--- src/rtl/serial_add_pkg.sv ---
// serial_add_pkg: shared FSM state type and default width for the serial adder
package serial_add_pkg;
  localparam int SERIAL_ADD_WIDTH_DEF = 8;
  typedef enum logic [1:0] {IDLE, RUN, DONE} state_e;
endpackage

--- src/rtl/serial_add_ctrl_if.sv ---
// serial_add_ctrl_if: start/result handshake bundle of the serial adder
// master: requester drives start_valid/a/b/cin(/sub)/result_ready
// slave: controller drives start_ready/result_valid/sum/cout/busy
// SERIAL_ADD_SUB_EN adds the sub request bit
interface serial_add_ctrl_if
  import serial_add_pkg::*;
#(
  parameter int WIDTH = SERIAL_ADD_WIDTH_DEF
);
  logic             start_valid;
  logic             start_ready;
  logic [WIDTH-1:0] a;
  logic [WIDTH-1:0] b;
  logic             cin;
`ifdef SERIAL_ADD_SUB_EN
  logic             sub;
`endif
  logic             result_valid;
  logic             result_ready;
  logic [WIDTH-1:0] sum;
  logic             cout;
  logic             busy;
  modport master (
`ifdef SERIAL_ADD_SUB_EN
    output sub,
`endif
    output start_valid, a, b, cin, result_ready,
    input  start_ready, result_valid, sum, cout, busy
  );
  modport slave (
`ifdef SERIAL_ADD_SUB_EN
    input  sub,
`endif
    input  start_valid, a, b, cin, result_ready,
    output start_ready, result_valid, sum, cout, busy
  );
endinterface

--- src/rtl/serial_add_ctrl_adder.sv ---
// adder: 1-bit full-adder cell
// a_i, b_i, cin_i -> sum_o, cout_o
module adder (
  input  logic a_i,
  input  logic b_i,
  input  logic cin_i,
  output logic sum_o,
  output logic cout_o
);
  assign sum_o  = a_i ^ b_i ^ cin_i;
  assign cout_o = (a_i & b_i) | (cin_i & (a_i ^ b_i));
endmodule

--- src/rtl/serial_add_ctrl.sv ---
// serial_add_ctrl: bit-serial WIDTH-bit adder sequencer around one full-adder cell
// clk, rst_n (async active-low); bus = serial_add_ctrl_if.slave handshake bundle
// SERIAL_ADD_SUB_EN enables subtraction via bus.sub
module serial_add_ctrl
  import serial_add_pkg::*;
#(
  parameter int WIDTH = SERIAL_ADD_WIDTH_DEF,
  localparam int CNT_W = $clog2(WIDTH)
) (
  input logic             clk,
  input logic             rst_n,
  serial_add_ctrl_if.slave bus
);
  state_e           state_q;
  logic [WIDTH-1:0] a_sr_q, b_sr_q, s_sr_q;
  logic [CNT_W-1:0] cnt_q;
  logic             carry_q, start_ready_q, result_valid_q, busy_q;
  logic             cell_sum, cell_cout, sub_en;
`ifdef SERIAL_ADD_SUB_EN
  assign sub_en = bus.sub;
`else
  assign sub_en = 1'b0;
`endif
  adder u_adder (
    .a_i   (a_sr_q[0]),
    .b_i   (b_sr_q[0]),
    .cin_i (carry_q),
    .sum_o (cell_sum),
    .cout_o(cell_cout)
  );
  always_ff @(posedge clk or negedge rst_n) begin
    if (!rst_n) begin
      state_q        <= IDLE;
      a_sr_q         <= '0;
      b_sr_q         <= '0;
      s_sr_q         <= '0;
      cnt_q          <= '0;
      carry_q        <= 1'b0;
      start_ready_q  <= 1'b1;
      result_valid_q <= 1'b0;
      busy_q         <= 1'b0;
    end else begin
      case (state_q)
        IDLE: if (bus.start_valid) begin
          // subtraction is a + ~b + 1, so cout=1 means no borrow
          a_sr_q        <= bus.a;
          b_sr_q        <= sub_en ? ~bus.b : bus.b;
          carry_q       <= sub_en | bus.cin;
          cnt_q         <= '0;
          start_ready_q <= 1'b0;
          busy_q        <= 1'b1;
          state_q       <= RUN;
        end
        RUN: begin
          a_sr_q  <= a_sr_q >> 1;
          b_sr_q  <= b_sr_q >> 1;
          s_sr_q  <= {cell_sum, s_sr_q[WIDTH-1:1]};
          carry_q <= cell_cout;
          cnt_q   <= cnt_q + 1'b1;
          if (cnt_q == CNT_W'(WIDTH - 1)) begin
            state_q        <= DONE;
            result_valid_q <= 1'b1;
          end
        end
        DONE: if (bus.result_ready) begin
          state_q        <= IDLE;
          result_valid_q <= 1'b0;
          start_ready_q  <= 1'b1;
          busy_q         <= 1'b0;
        end
        default: state_q <= IDLE;
      endcase
    end
  end
  assign bus.start_ready  = start_ready_q;
  assign bus.result_valid = result_valid_q;
  assign bus.sum          = s_sr_q;
  assign bus.cout         = carry_q;
  assign bus.busy         = busy_q;
endmodule

--- src/flat_wrapper.sv ---
// flat-port wrapper written by rule: the top's interface ports become plain ports
module serial_add_ctrl_flat import serial_add_pkg::*;
#(
  parameter int WIDTH = SERIAL_ADD_WIDTH_DEF,
  localparam int CNT_W = $clog2(WIDTH)
)
  (clk, rst_n, bus_start_valid, bus_a, bus_b, bus_cin, bus_result_ready, bus_start_ready, bus_result_valid, bus_sum, bus_cout, bus_busy);
  serial_add_ctrl_if #(.WIDTH(WIDTH)) bus_i ();
  input logic clk;
  input logic rst_n;
  input wire logic [$bits(bus_i.start_valid)-1:0] bus_start_valid;
  input wire logic [$bits(bus_i.a)-1:0] bus_a;
  input wire logic [$bits(bus_i.b)-1:0] bus_b;
  input wire logic [$bits(bus_i.cin)-1:0] bus_cin;
  input wire logic [$bits(bus_i.result_ready)-1:0] bus_result_ready;
  output wire logic [$bits(bus_i.start_ready)-1:0] bus_start_ready;
  output wire logic [$bits(bus_i.result_valid)-1:0] bus_result_valid;
  output wire logic [$bits(bus_i.sum)-1:0] bus_sum;
  output wire logic [$bits(bus_i.cout)-1:0] bus_cout;
  output wire logic [$bits(bus_i.busy)-1:0] bus_busy;
  assign bus_i.start_valid = bus_start_valid;
  assign bus_i.a = bus_a;
  assign bus_i.b = bus_b;
  assign bus_i.cin = bus_cin;
  assign bus_i.result_ready = bus_result_ready;
  assign bus_start_ready = bus_i.start_ready;
  assign bus_result_valid = bus_i.result_valid;
  assign bus_sum = bus_i.sum;
  assign bus_cout = bus_i.cout;
  assign bus_busy = bus_i.busy;
  serial_add_ctrl #(.WIDTH(WIDTH)) u_core (.clk(clk), .rst_n(rst_n), .bus(bus_i));
endmodule
--- config.mk ---
export PLATFORM = sky130hd
export DESIGN_NAME = serial_add_ctrl_flat
export DESIGN_NICKNAME = d
export VERILOG_FILES = /design/src/rtl/serial_add_pkg.sv /design/src/rtl/serial_add_ctrl_if.sv /design/src/rtl/serial_add_ctrl_adder.sv /design/src/rtl/serial_add_ctrl.sv /design/src/flat_wrapper.sv
export SDC_FILE = /design/constraint.sdc
export NUM_CORES = 1
export LEC_CHECK = 0
export CORE_ASPECT_RATIO = 1.1
export CORE_MARGIN = 1
export CORE_UTILIZATION = 49
export CTS_CLUSTER_SIZE = 8
export DETAILED_ROUTE_END_ITERATION = 6
export GPL_ROUTABILITY_DRIVEN = 0
export HOLD_SLACK_MARGIN = 0.06
export PLACE_DENSITY = 0.81
export SETUP_SLACK_MARGIN = 0.3
export SYNTH_ARGS = -nofsm -noshare
export SYNTH_HDL_FRONTEND = slang
export SYNTH_SLANG_ARGS = --single-unit
--- constraint.sdc ---
create_clock -name clk -period 1.78 [get_ports clk]
set_clock_uncertainty 0.1 [all_clocks]
set_input_delay 0.267 -clock clk [delete_from_list [all_inputs] [get_ports clk]]
set_output_delay 0.267 -clock clk [all_outputs]
set_load 0.01 [all_outputs]
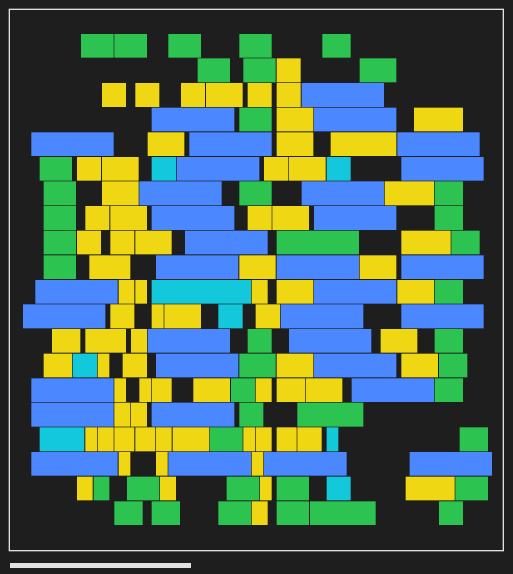
Fig. 1. Placed cells, one color a class (run 1).
Bar = 20 um.
Cyan is clock drivers and dummy loads, cells 8. Blue is flip-flops, cells 33. Yellow is all other logic, cells 74. Green is other buffers and delay cells, cells 41.

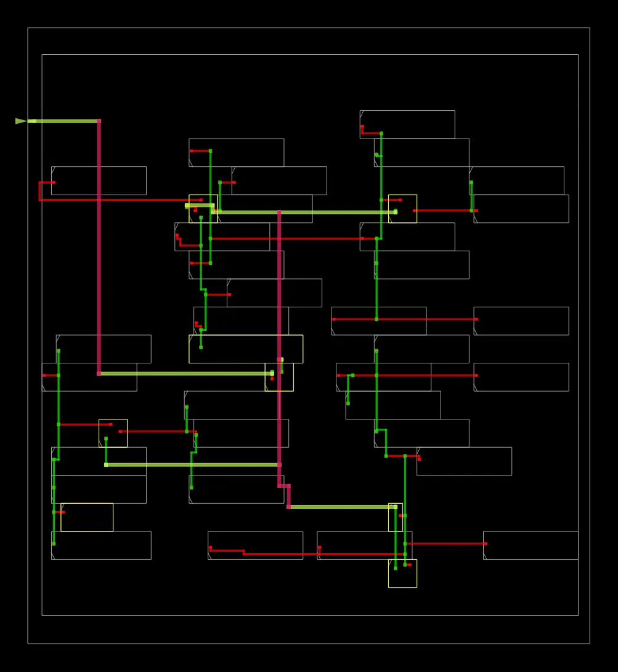
Fig. 2. The clock network (run 1).
Late-Pin Clk Latency: 0.33 ns
power consumed by the clock network: 0.000576 W
number of clock buffers inserted by TritonCTS: 5
clk sink count: 33
flip-flops: 33

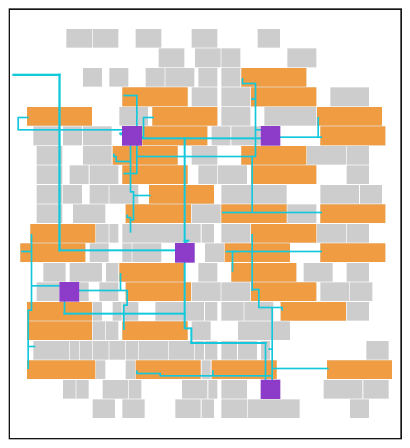
Fig. 3. Clock distribution (run 1).
Purple is cells driving clock nets, count 5. Cyan is clock wires, length 371 um. Orange is flip-flops, count 33.
There are 6 routed clock nets.

==> reports/summary.rpt, run 1 <==
==================================================================================
Drt total wl                                                               2959 um
Clock slew seen by the registers of the worst setup and hold paths         0.10 ns
Final non-filler cell total                                                    189
Final Slew Violations                                                            0
Clock Power Share                                                            0.174
Largest stage delay on the critical path                                   0.46 ns
Most frequently placed logic cells in the final layout                sky130_fd_sc_hd__dfrtp_1 (32), sky130_fd_sc_hd__clkdlybuf4s50_1 (20), sky130_fd_sc_hd__nand3b_1 (15), sky130_fd_sc_hd__o221a_2 (15), sky130_fd_sc_hd__dlygate4sd2_1 (11)
Synth Instances                                                                116
Wire length of the first global-routing pass                               4767 um
Post-detailed-route DRC marker count                                             0
Grt met3 use                                                               0.07634
Post-synth tally of flip-flops with integrated enable                            0
Flip-flop and latch area                                                 827.0 um2
Total routing usage reported by global routing                              0.2191
Syn nets                                                                       140
Mean Syn Cell Area                                                       12.79 um2
Share of the yosys chip area belonging to registers                         0.5573
Hold crit path type                                                    in -> async
Routed length per instance                                                15.66 um
Most numerous logic cell after layout                                 sky130_fd_sc_hd__dfrtp_1
Number of logic stages on the critical path including buffering                  3
Register bit total from synthesis                                               33
Cell total in the yosys stat output                                            116
Data buffer area share                                                      0.2110
Signed area change from the synthesized netlist to the final layout         33.90%
Kind of start point of the critical path                                      flop
Number of global-route vias before repair                                     1059
Top routing layer in use                                                      met4
Count of cells along the worst register-to-register path                         3
Slowest cell on the critical path                                     sky130_fd_sc_hd__fa_1
Achievable frequency                                                     685.0 MHz
Status                                                                   completed
Dominant cell type by area after synthesis                            sky130_fd_sc_hd__dfrtp_1
Resized cells post-CTS                                                          13
Top cells, area                                                       sky130_fd_sc_hd__dfrtp_1 (54%), sky130_fd_sc_hd__o221a_2 (11%), sky130_fd_sc_hd__nand3b_1 (7.6%)
Mapped cell area                                                      0.001484 mm2
Unrepaired setup endpoints after global routing                              false
Layout cell share with drive strength beyond 1                              0.2821
Chip Height                                                               59.72 um
Area share of and/or/nand/nor cells after synthesis                         0.1282
Internal Power                                                          0.002297 W
Commonest flop                                                        sky130_fd_sc_hd__dfrtp_1
Post-route cell area                                                  0.001987 mm2
Worst slew margin                                                           0.7246
==================================================================================
Fig. 4: run 1, cell sizes after repair
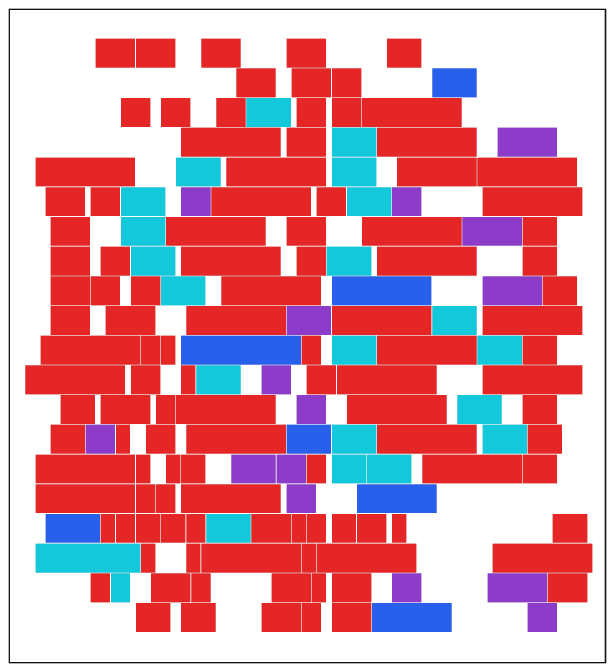

==> run 2: changes to the inputs <==
==> constraint.sdc (replaced) <==
create_clock -name clk -period 1.5 [get_ports clk]
set_clock_uncertainty 0.1 [all_clocks]
set_input_delay 0.225 -clock clk [delete_from_list [all_inputs] [get_ports clk]]
set_output_delay 0.225 -clock clk [all_outputs]
set_load 0.01 [all_outputs]
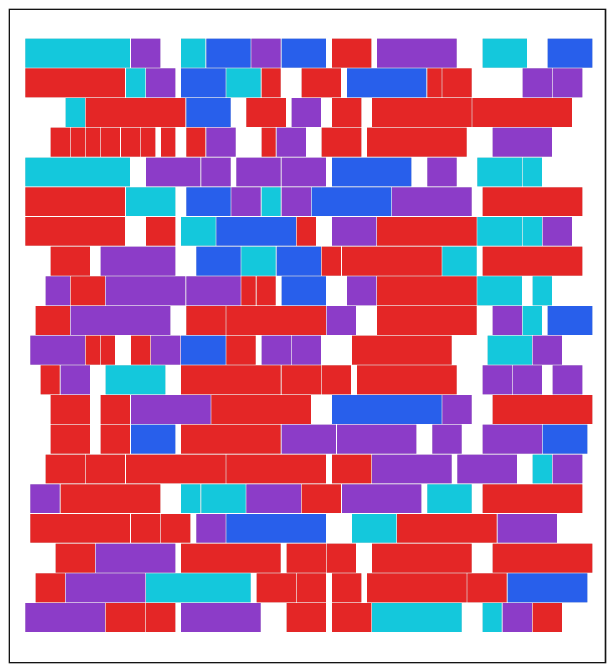
Fig. 5. Cell sizes after repair (run 2).
Cyan is drive 2, cells 29, share 15%, most used buf_2. Blue is drive 6 and up, cells 20, share 10%, most used buf_6. Purple is drive 3 to 4, cells 56, share 29%, most used buf_4. Red is drive 1 or less, cells 86, share 45%, most used dfrtp_1.

==> run 2 against run 1 <==
Compared with the run above:
- final cell count rose by 19%
- worst setup slack worse by 0.25 ns
- sequential power up 28%
- die area unchanged
- via count grew 23%
- critical endpoint is now u_core.a_sr_q[0]
- largest power group unchanged
==> reports/summary.rpt, run 2 <==
==================================================================================
Chip Height                                                               59.72 um
Syn nets                                                                       140
Top cells, area                                                       sky130_fd_sc_hd__dfrtp_1 (54%), sky130_fd_sc_hd__o221a_2 (11%), sky130_fd_sc_hd__nand3b_1 (7.6%)
Kind of start point of the critical path                                      flop
Final Slew Violations                                                            0
Total routing usage reported by global routing                              0.2698
Commonest flop                                                        sky130_fd_sc_hd__dfrtp_1
Data buffer area share                                                      0.2939
Post-detailed-route DRC marker count                                             0
Status                                                                   completed
Hold crit path type                                                    in -> async
Drt total wl                                                               4971 um
Unrepaired setup endpoints after global routing                               true
Signed area change from the synthesized netlist to the final layout         66.69%
Slowest cell on the critical path                                     sky130_fd_sc_hd__dfrtp_2
Number of clock buffers inserted by TritonCTS                                    5
Synth Instances                                                                116
Resized cells post-CTS                                                          63
Clk sink count                                                                  33
Post-synth tally of flip-flops with integrated enable                            0
Dominant cell type by area after synthesis                            sky130_fd_sc_hd__dfrtp_1
Mapped cell area                                                      0.001484 mm2
Achievable frequency                                                     700.3 MHz
Number of logic stages on the critical path including buffering                  6
Power consumed by the clock network                                     0.000479 W
Clock slew seen by the registers of the worst setup and hold paths         0.10 ns
Most numerous logic cell after layout                                 sky130_fd_sc_hd__dfrtp_1
Worst slew margin                                                           0.8445
Wire length of the first global-routing pass                               5927 um
Area share of and/or/nand/nor cells after synthesis                         0.1282
Layout cell share with drive strength beyond 1                              0.5497
==================================================================================
Power and IR drop assume default switching activity.
